==> run_1/layer_met2.png <==
Drawn at 2 px/micron.
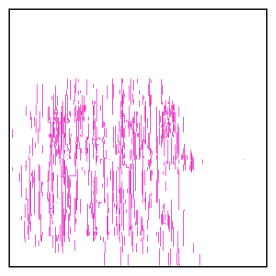
==> run_1/clocks.png <==
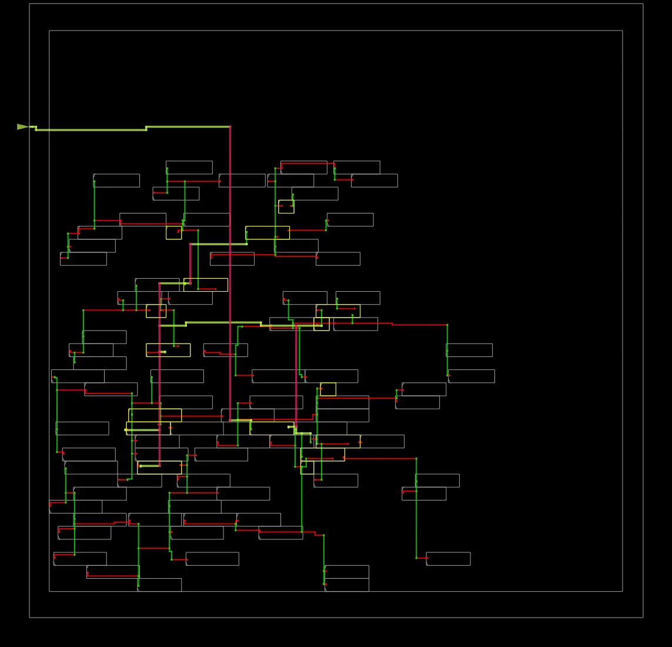
==> run_1/layer_met3.png <==
Drawn at 2 px/micron.
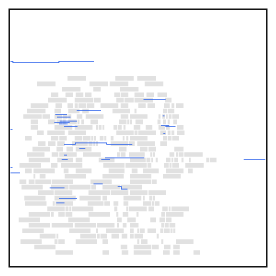
$ cat config.mk
export PLATFORM = sky130hd
export DESIGN_NAME = bpred_gshare
export DESIGN_NICKNAME = d
export VERILOG_FILES = /design/src/rtl/bpred_gshare_pkg.sv /design/src/rtl/bpred_fifo.sv /design/src/rtl/bpred_gshare.sv
export SDC_FILE = /design/constraint.sdc
export NUM_CORES = 1
export LEC_CHECK = 0
export CAP_MARGIN = 15
export CORE_MARGIN = 4
export CORE_UTILIZATION = 27
export CTS_BUF_LIST = sky130_fd_sc_hd__clkbuf_16
export CTS_CLUSTER_SIZE = 8
export DETAILED_ROUTE_END_ITERATION = 6
export SLEW_MARGIN = 20
export SYNTH_ARGS = -nofsm -noshare
export SYNTH_HDL_FRONTEND = slang
export SYNTH_SLANG_ARGS = --single-unit
$ cat constraint.sdc
create_clock -name clk -period 3.4 [get_ports clk]
set_clock_uncertainty 0.05 [all_clocks]
set_input_delay 0.68 -clock clk [delete_from_list [all_inputs] [get_ports clk]]
set_output_delay 0.68 -clock clk [all_outputs]
set_load 0.01 [all_outputs]
$ cat src/rtl/bpred_gshare_pkg.sv
// Shared definitions for the gshare branch predictor.
// Holds the 2-bit saturating counter state encodings, the in-flight FIFO
// entry layout and the counter update helper.
package bpred_gshare_pkg;

    // 2-bit saturating counter states; the MSB is the taken prediction.
    localparam logic [1:0] STRONG_NT = 2'd0;
    localparam logic [1:0] WEAK_NT   = 2'd1;
    localparam logic [1:0] WEAK_T    = 2'd2;
    localparam logic [1:0] STRONG_T  = 2'd3;

    // Entry fields are sized for the widest supported index; narrower
    // configurations use the low IDX_W bits and leave the rest zero.
    localparam int ENTRY_IDX_W = 16;

    typedef struct packed {
        logic [ENTRY_IDX_W-1:0] idx;
        logic                   pred;
        logic [ENTRY_IDX_W-1:0] ghr;
    } fifo_entry_t;

    // Saturating increment on taken, saturating decrement on not taken.
    function automatic logic [1:0] ctr_update(input logic [1:0] cur, input logic taken);
        logic [1:0] nxt;
        case (cur)
            STRONG_NT: nxt = taken ? WEAK_NT  : STRONG_NT;
            WEAK_NT:   nxt = taken ? WEAK_T   : STRONG_NT;
            WEAK_T:    nxt = taken ? STRONG_T : WEAK_NT;
            STRONG_T:  nxt = taken ? STRONG_T : WEAK_T;
            default:   nxt = WEAK_NT;
        endcase
        return nxt;
    endfunction

endpackage

$ cat src/rtl/bpred_fifo.sv
// In-flight prediction FIFO.
// Ports: clk/reset (async active-high), flush (synchronous, empties FIFO),
// push/wdata (ignored when full), pop (ignored when empty), rdata (head,
// combinational), full/empty (combinational flags).
// Pointers carry one extra bit so full and empty can be told apart.
module bpred_fifo
    import bpred_gshare_pkg::*;
#(
    parameter int DEPTH = 4
) (
    input  logic        clk,
    input  logic        reset,
    input  logic        flush,
    input  logic        push,
    input  fifo_entry_t wdata,
    input  logic        pop,
    output fifo_entry_t rdata,
    output logic        full,
    output logic        empty
);

    localparam int PW = $clog2(DEPTH);

    fifo_entry_t   mem_r [DEPTH];
    logic [PW:0]   wr_ptr_r;
    logic [PW:0]   rd_ptr_r;
    logic          do_push_s;
    logic          do_pop_s;

    assign empty     = (wr_ptr_r == rd_ptr_r);
    assign full      = (wr_ptr_r[PW] != rd_ptr_r[PW]) && (wr_ptr_r[PW-1:0] == rd_ptr_r[PW-1:0]);
    assign rdata     = mem_r[rd_ptr_r[PW-1:0]];
    assign do_push_s = push & ~full & ~flush;
    assign do_pop_s  = pop & ~empty & ~flush;

    // Pointer update; flush discards everything in flight.
    always_ff @(posedge clk or posedge reset) begin
        if (reset) begin
            wr_ptr_r <= {(PW+1){1'b0}};
            rd_ptr_r <= {(PW+1){1'b0}};
        end else if (flush) begin
            wr_ptr_r <= {(PW+1){1'b0}};
            rd_ptr_r <= {(PW+1){1'b0}};
        end else begin
            if (do_push_s) begin
                wr_ptr_r <= wr_ptr_r + {{PW{1'b0}}, 1'b1};
            end
            if (do_pop_s) begin
                rd_ptr_r <= rd_ptr_r + {{PW{1'b0}}, 1'b1};
            end
        end
    end

    // Entry storage; contents are only meaningful between the pointers.
    always_ff @(posedge clk) begin
        if (do_push_s) begin
            mem_r[wr_ptr_r[PW-1:0]] <= wdata;
        end
    end

endmodule

$ cat src/rtl/bpred_gshare.sv
// Gshare branch predictor.
// Ports: clk, reset (async active-high); lookup_valid/lookup_pc/lookup_ready
// request a prediction, answered one cycle later on predict_valid/
// predict_taken; resolve_valid/resolve_taken retire the oldest in-flight
// branch, mispredict flags a wrong prediction one cycle later;
// fifo_empty reports no branches in flight.
module bpred_gshare
    import bpred_gshare_pkg::*;
#(
    parameter int IDX_W = 4,
    parameter int DEPTH = 4
) (
    input  logic        clk,
    input  logic        reset,
    input  logic        lookup_valid,
    input  logic [31:0] lookup_pc,
    output logic        lookup_ready,
    output logic        predict_valid,
    output logic        predict_taken,
    input  logic        resolve_valid,
    input  logic        resolve_taken,
    output logic        mispredict,
    output logic        fifo_empty
);

    logic [1:0]       ctr_r [2**IDX_W];
    logic [IDX_W-1:0] ghr_r;
    logic [IDX_W-1:0] ghr_next_s;
    logic [IDX_W-1:0] idx_s;
    logic [IDX_W-1:0] head_idx_s;
    logic             pred_s;
    logic             fifo_full_s;
    logic             res_acc_s;
    logic             misp_s;
    logic             lk_acc_s;
    fifo_entry_t      push_entry_s;
    fifo_entry_t      head_s;
    logic             unused_s;

    assign idx_s        = lookup_pc[IDX_W+1:2] ^ ghr_r;
    assign pred_s       = ctr_r[idx_s][1];
    assign head_idx_s   = head_s.idx[IDX_W-1:0];
    assign lookup_ready = ~fifo_full_s;
    assign res_acc_s    = resolve_valid & ~fifo_empty;
    assign misp_s       = res_acc_s & (head_s.pred != resolve_taken);
    // A mispredicting resolve redirects fetch, so a same-cycle lookup is dropped.
    assign lk_acc_s     = lookup_valid & lookup_ready & ~misp_s;
    assign unused_s     = ^{lookup_pc[31:IDX_W+2], lookup_pc[1:0], head_s};

    // Build the entry pushed for an accepted lookup.
    always_comb begin
        push_entry_s                 = '0;
        push_entry_s.idx[IDX_W-1:0]  = idx_s;
        push_entry_s.pred            = pred_s;
        push_entry_s.ghr[IDX_W-1:0]  = ghr_r;
    end

    // Speculative history: repaired from the head's saved copy on mispredict.
    always_comb begin
        if (misp_s) begin
            ghr_next_s = {head_s.ghr[IDX_W-2:0], resolve_taken};
        end else if (lk_acc_s) begin
            ghr_next_s = {ghr_r[IDX_W-2:0], pred_s};
        end else begin
            ghr_next_s = ghr_r;
        end
    end

    bpred_fifo #(
        .DEPTH (DEPTH)
    ) u_fifo (
        .clk   (clk),
        .reset (reset),
        .flush (misp_s),
        .push  (lk_acc_s),
        .wdata (push_entry_s),
        .pop   (res_acc_s),
        .rdata (head_s),
        .full  (fifo_full_s),
        .empty (fifo_empty)
    );

    // Counter table training on each accepted resolve.
    always_ff @(posedge clk or posedge reset) begin
        if (reset) begin
            for (int i = 0; i < 2**IDX_W; i++) begin
                ctr_r[i] <= WEAK_NT;
            end
        end else if (res_acc_s) begin
            ctr_r[head_idx_s] <= ctr_update(ctr_r[head_idx_s], resolve_taken);
        end
    end

    // History register and registered prediction/mispredict outputs.
    always_ff @(posedge clk or posedge reset) begin
        if (reset) begin
            ghr_r         <= {IDX_W{1'b0}};
            predict_valid <= 1'b0;
            predict_taken <= 1'b0;
            mispredict    <= 1'b0;
        end else begin
            ghr_r         <= ghr_next_s;
            predict_valid <= lk_acc_s;
            mispredict    <= misp_s;
            if (lk_acc_s) begin
                predict_taken <= pred_s;
            end
        end
    end

endmodule

==> notes.md, run 1 <==
The flow ran to the end, and the final reports show no timing, DRC or antenna violations. The pin count of the biggest net entering global routing was 46. For the pin with the worst max-slew slack, the measured transition is 827 ps. The number of buffer and inverter stages on the critical path is 1. Yosys shows that the main logic family after synthesis is multiplexers. Leaving out filler cells and counting taps, the final layout contains 488.

The logs give 5.34 mm for the estimated wirelength of the detail-placed design and 0 for the total count of max-transition violations in the final report. The first global-routing pass estimated 13.0 mm of wire. After synthesis the cells add up to 0.00389 sq mm. Per STA, the worst path is made up of clkdlybuf4s50_1 -> xnor2_1 -> mux4_2 -> mux4_2 -> mux2_2. Main flop type: sky130_fd_sc_hd__edfxtp_1.

The layout stage reports a final design area of 0.00452 sq mm. Gates resized during post-CTS repair numbered 0. At the worst endpoint, the required time is 3570 ps. Global routing consumed, on the met1 layer, 13.7% of the routing resources. The slew check shows that the tightest pin keeps a relative margin of 44.9%.

After detailed placement, the total cell area comes to 0.00421 sq mm. STA classifies the critical path endpoint as a register. In the hold report, the worst path ends at ctr_r[20]. The data arrival time of the critical path came out at 3180 ps. Global routing used 10.2% of the available tracks. Timing analysis after detailed placement gives a worst setup slack of 51.4 ps. The critical path runs through a total of 5 cells. Mean instance size in the synthesized netlist: 13.8 sq um. The repair_antennas step left the layout with diodes totalling 0. In the hold timing report, the worst path depth is 2. After its last routability iteration, the placer logged a weighted congestion of 0.754.

The tools report the Yosys chip area as 0.00389 sq mm. The via count of the first global-routing pass came out at 2444. Origin of the critical flop-to-flop path: u_fifo.rd_ptr_r[0]. The floorplan step set the die width to 128 microns.

The highest supply drop recorded on VDD is 0.000741 V.
About layer_met2.png:
longest straight run: 35.4 microns
main direction: vertical

About clocks.png:
CTS sink count: 77
layout sequential cell count: 77
tally of clock buffers in the finished layout: 9
power dissipated in the clock network: 0.000987 W

About layer_met3.png:
wire length on this layer: 224 microns
share of all routed wire: 2.9%
longest straight run: 23.0 microns
main direction: horizontal
nets with wire on the layer: 19

[run 1: layout make-up]
| class | count | area, sq um |
|---|---|---|
| Fill cell | 1396 | 9470 |
| Tap cell | 180 | 225 |
| Sequential cell | 77 | 2110 |
| Timing Repair Buffer | 20 | 183 |
| Clock inverter | 7 | 83.8 |
| Inverter | 6 | 23.8 |
| Clock buffer | 9 | 225 |
| Multi-Input combinational cell | 189 | 1670 |
[run 1: flip-flops by register name, indices dropped and copies added, names as in the netlist]
name and flops:
predict_valid 1, u_fifo.rd_ptr_r 3, u_fifo.wr_ptr_r 3, u_fifo.mem_r 32, ghr_r 4, mispredict 1
ctr_r 32, predict_taken 1
[run 1: where the power goes]
part	total [W]	switching (W)	internal [W]
Combinational	0.00216	0.00118	0.000983
Sequential	0.00166	0.000223	0.00144
Clock	0.000987	0.000407	0.000580
==> run_1/wires.png <==
Drawn at 3 px/micron.
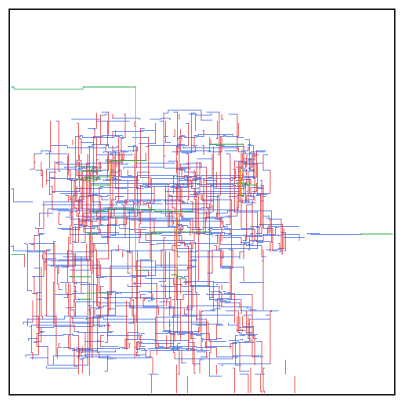

==> run 1 -> run 2 <==
Settings changed: CORE_MARGIN 4 to 2.
==> run_2/wires.png <==
Drawn at 3 px/micron.
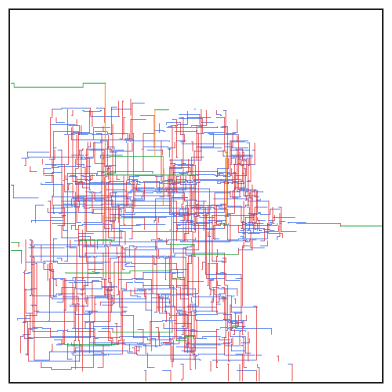
| colour | layer | wire length |
|---|---|---|
| blue | metal 1 | 3570 microns |
| red | metal 2 | 3670 microns |
| orange | metal 4 | 142 microns |
| green | metal 3 | 315 microns |

==> run_2/clocks.png <==
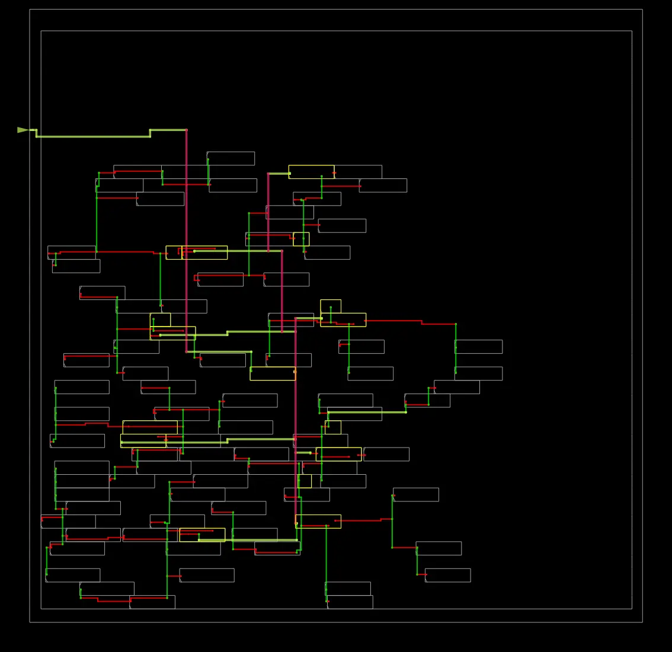
power dissipated in the clock network: 0.00100 W
clock insertion delay at the later pin of the skew report: 340 ps
clock buffer count from CTS: 9

==> run 2 against run 1 <==
Compared with the run above: synthesized cell count unchanged; via count up 0.21%; critical path depth unchanged; critical path type unchanged; critical endpoint unchanged; largest power group unchanged.
==> notes.md, run 2 <==
For the internal power, the log shows 0.00301 W (+0.25%). Filler cell count: 1378 (-1.3%). With the power attributed to sequential cells at 0.00166 W (about the same), the estimated wirelength of the detail-placed design is 5.29 mm (-0.99%). The type of element capturing the critical path is a register. The run gives 12.8 mm (-1.4%) as the wire length of the first global-routing pass. Main flop type: sky130_fd_sc_hd__edfxtp_1. The report lists the cells along the critical path as clkdlybuf4s50_1 -> xnor2_1 -> mux4_2 -> mux4_2 -> mux2_2. The run gives 11.3% (+1.1 points) for the total global-route track usage. For the part of the total power dissipated in the clock network, the log shows 20.8% (+0.3 points).

For the count of flip-flops and latches, the log shows 77 (unchanged). Main power-consuming group: combinational cells. The logs give 0.00389 sq mm (unchanged) for the post-synthesis instance area and 0.00389 sq mm (unchanged) for the Yosys chip area. The number of gates resized after CTS was 0 (unchanged).

The launch point of the worst register-to-register path is recorded as u_fifo.rd_ptr_r[0]. The run gives 2401 (-1.8%) for the via count of the first global-routing pass. The met1 global-route usage came out at 15.2% (+1.5 points). In the final design, more cell area goes to flip-flops and latches than to any other class. The number of buffer and inverter stages on the critical path came out at 1 (unchanged). The worst slack at placement was 32.8 ps (-18.5 ps). The flow ran to the end, and the final reports show no timing, DRC or antenna violations.

The pin count of the biggest net entering global routing was 46 (unchanged). The inserted tap cell count was 180 (unchanged). The combinational share of cell area was 37.0% (about the same); the fraction of area in clock buffers and inverters was 6.89% (+0.052 points). With the fraction of power consumed by combinational cells at 44.9% (about the same), the share of total power consumed by net switching is 37.7% (+0.097 points). Net load switching power: 0.00182 W (+0.67%). The run gives 124 microns (-3.1%) for the width of the chip. The share of the final layout cell area in sequential cells was 46.6% (about the same).

The run gives 0.788 (+4.5%) for the final RePlAce weighted congestion. The mean instance size in the synthesized netlist came out at 13.8 sq um (unchanged). The logs give 0.00452 sq mm (about the same) for the final instance area and 3580 ps (about the same) for the required time at the worst-slack endpoint.
==> run_2/layer_met2.png <==
Drawn at 2 px/micron.
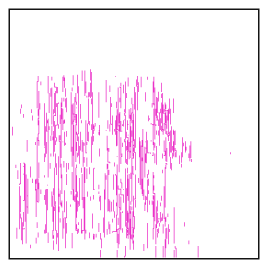
wire length on this layer: 3670 microns
nets with wire on the layer: 281
main direction: vertical
share of all routed wire: 48%
longest straight run: 47.3 microns

==> run 2: cell counts after synthesis <==
No cell type changed its count.
==> run 2: kinds of logic (layout without fill, tap and decap cells) <==
family,count (synthesis),in the layout,synth area share (%)
and+or+nand+nor,71,71,8.85
buffers and inverters,16,42,2.80
xor gates and xnor gates,12,12,2.70
AOI/OAI and AO/OA,26,26,4.63
adders and majority gates,5,5,1.61
muxes,75,75,25.2
DFF,77,77,54.2
==> run 2: stage by stage <==
step / utilization [%] / power [W] / hold WS (ps)
after detailed placement: 30.1 / 0.00385 / 423
after floorplan: - / 0.00337 / 408
final: 32.3 / 0.00483 / 431
after CTS: 32.3 / 0.00487 / 432
after global placement: 30.1 / 0.00379 / 414
after global routing: 32.3 / 0.00516 / 451
==> run_2/power_grid.png <==
Drawn at 3 px/micron. Pins as bars on the die edge. Tap cells in grey.
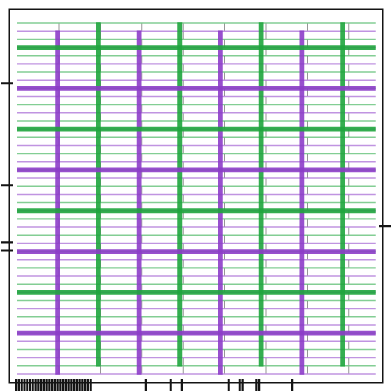

==> run 2 -> run 3 <==
Settings changed: CORE_UTILIZATION 27 to 50, PLACE_DENSITY set to 0.69.
==> run_3/power_grid.png <==
Drawn at 4 px/micron. Pins as bars on the die edge. Tap cells in grey.
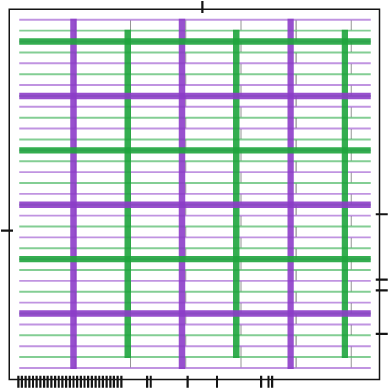
| colour | net |
|---|---|
| green | VDD |
| purple | VSS |
rows: 32
met1 rails: 33

==> run_3/clocks.png <==
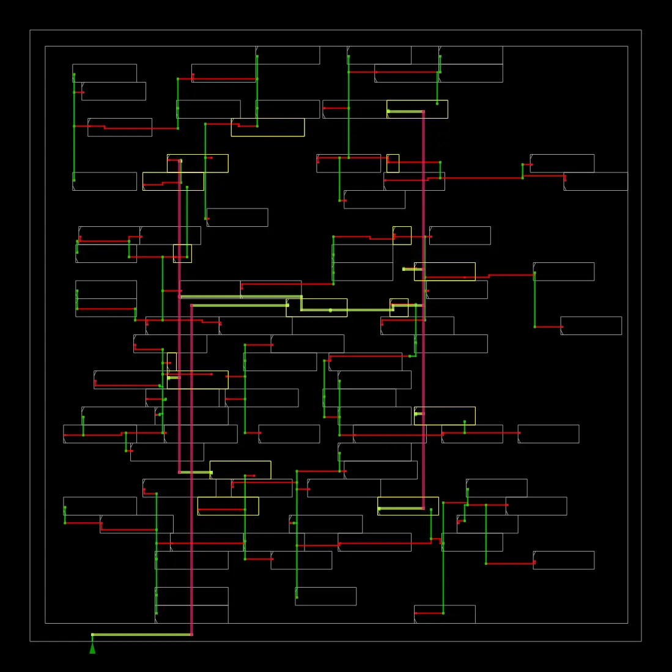
tally of clock buffers in the finished layout: 10
power dissipated in the clock network: 0.000984 W
clock insertion delay at the later pin of the skew report: 330 ps

==> run_3/wires.png <==
Drawn at 4 px/micron.
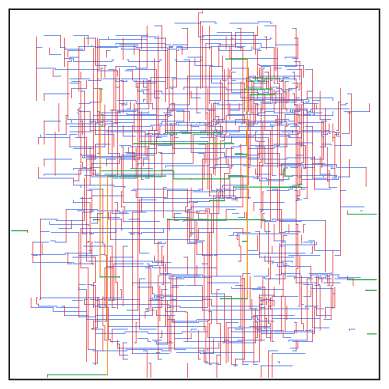
| colour | layer | wire length |
|---|---|---|
| blue | metal 1 | 3540 microns |
| red | metal 2 | 3660 microns |
| green | metal 3 | 227 microns |
| orange | metal 4 | 156 microns |

==> run 3 against run 2 <==
Compared with the run above: flip-flop count unchanged; register-to-register slack got worse by 120 ps; utilization increased by 26 points; worst setup slack improved by 50 ps; via count decreased by 2.2%; die size decreased by 45%; largest cell class unchanged.
==> notes.md, run 3 <==
The flow ran to the end, and the final reports show no timing, DRC or antenna violations. The total CTS buffers is 9 (unchanged), and the Yosys chip area is 0.00389 sq mm (unchanged). STA classifies the critical path endpoint as a register. For the fraction of power consumed by combinational cells, the log shows 45.0% (about the same). The logs give 346 ps (+313 ps) for the worst slack at placement and 20.4% (-0.4 points) for the part of the total power dissipated in the clock network. The logs give 0.00444 sq mm (-1.9%) for the final instance area and 58.1% (+26 points) for the final core utilization. The run gives 12.5 mm (-2.3%) for the wire length of the first global-routing pass. The run gives 2391 (-0.42%) as the via count of the first global-routing pass.

The internal power is 0.00304 W (+1.1%), and the mean instance size in the synthesized netlist is 13.8 sq um (unchanged). Of all power groups, the one with the highest power is combinational cells. Net load switching power: 0.00178 W (-2.5%). The critical path goes through buf_4 -> mux4_2 -> nor3_1 -> nand2_1 -> mux2_2. The commonest register cell is sky130_fd_sc_hd__edfxtp_1. The number of gates resized after CTS was 0 (unchanged); the post-layout total power was 0.00482 W (-0.26%).

The logs give 3560 ps (-20 ps) for the required time at the worst-slack endpoint and 0.00167 W (about the same) for the power attributed to sequential cells. Met1 global-route usage: 27.7% (+13 points). The tightest hold margin came out at 434 ps (+3.72 ps). Looking at the reg2reg group, the worst path starts from u_fifo.rd_ptr_r[0].
==> run 3: cell counts after synthesis <==
No cell type changed its count.
==> run 3: logic make-up after synthesis <==
family | count (synthesis) | share of synthesized area [%]
flip-flops | 77 | 54.2
multiplexers | 75 | 25.2
AND/OR/NAND/NOR | 71 | 8.85
AND-OR/OR-AND | 26 | 4.63
buffers and inverters | 16 | 2.80
XOR/XNOR | 12 | 2.70
adder cells (fa/ha/maj) | 5 | 1.61
==> run 3: cell type report <==
type	instances	area share [%]
clock inverter	6	1.38
timing repair buffer	22	4.45
sequential	77	47.4
multi-input combinational	189	37.7
inverter	6	0.507
clock buffer	10	5.64
tap	102	2.87
Power and IR drop assume default switching activity.
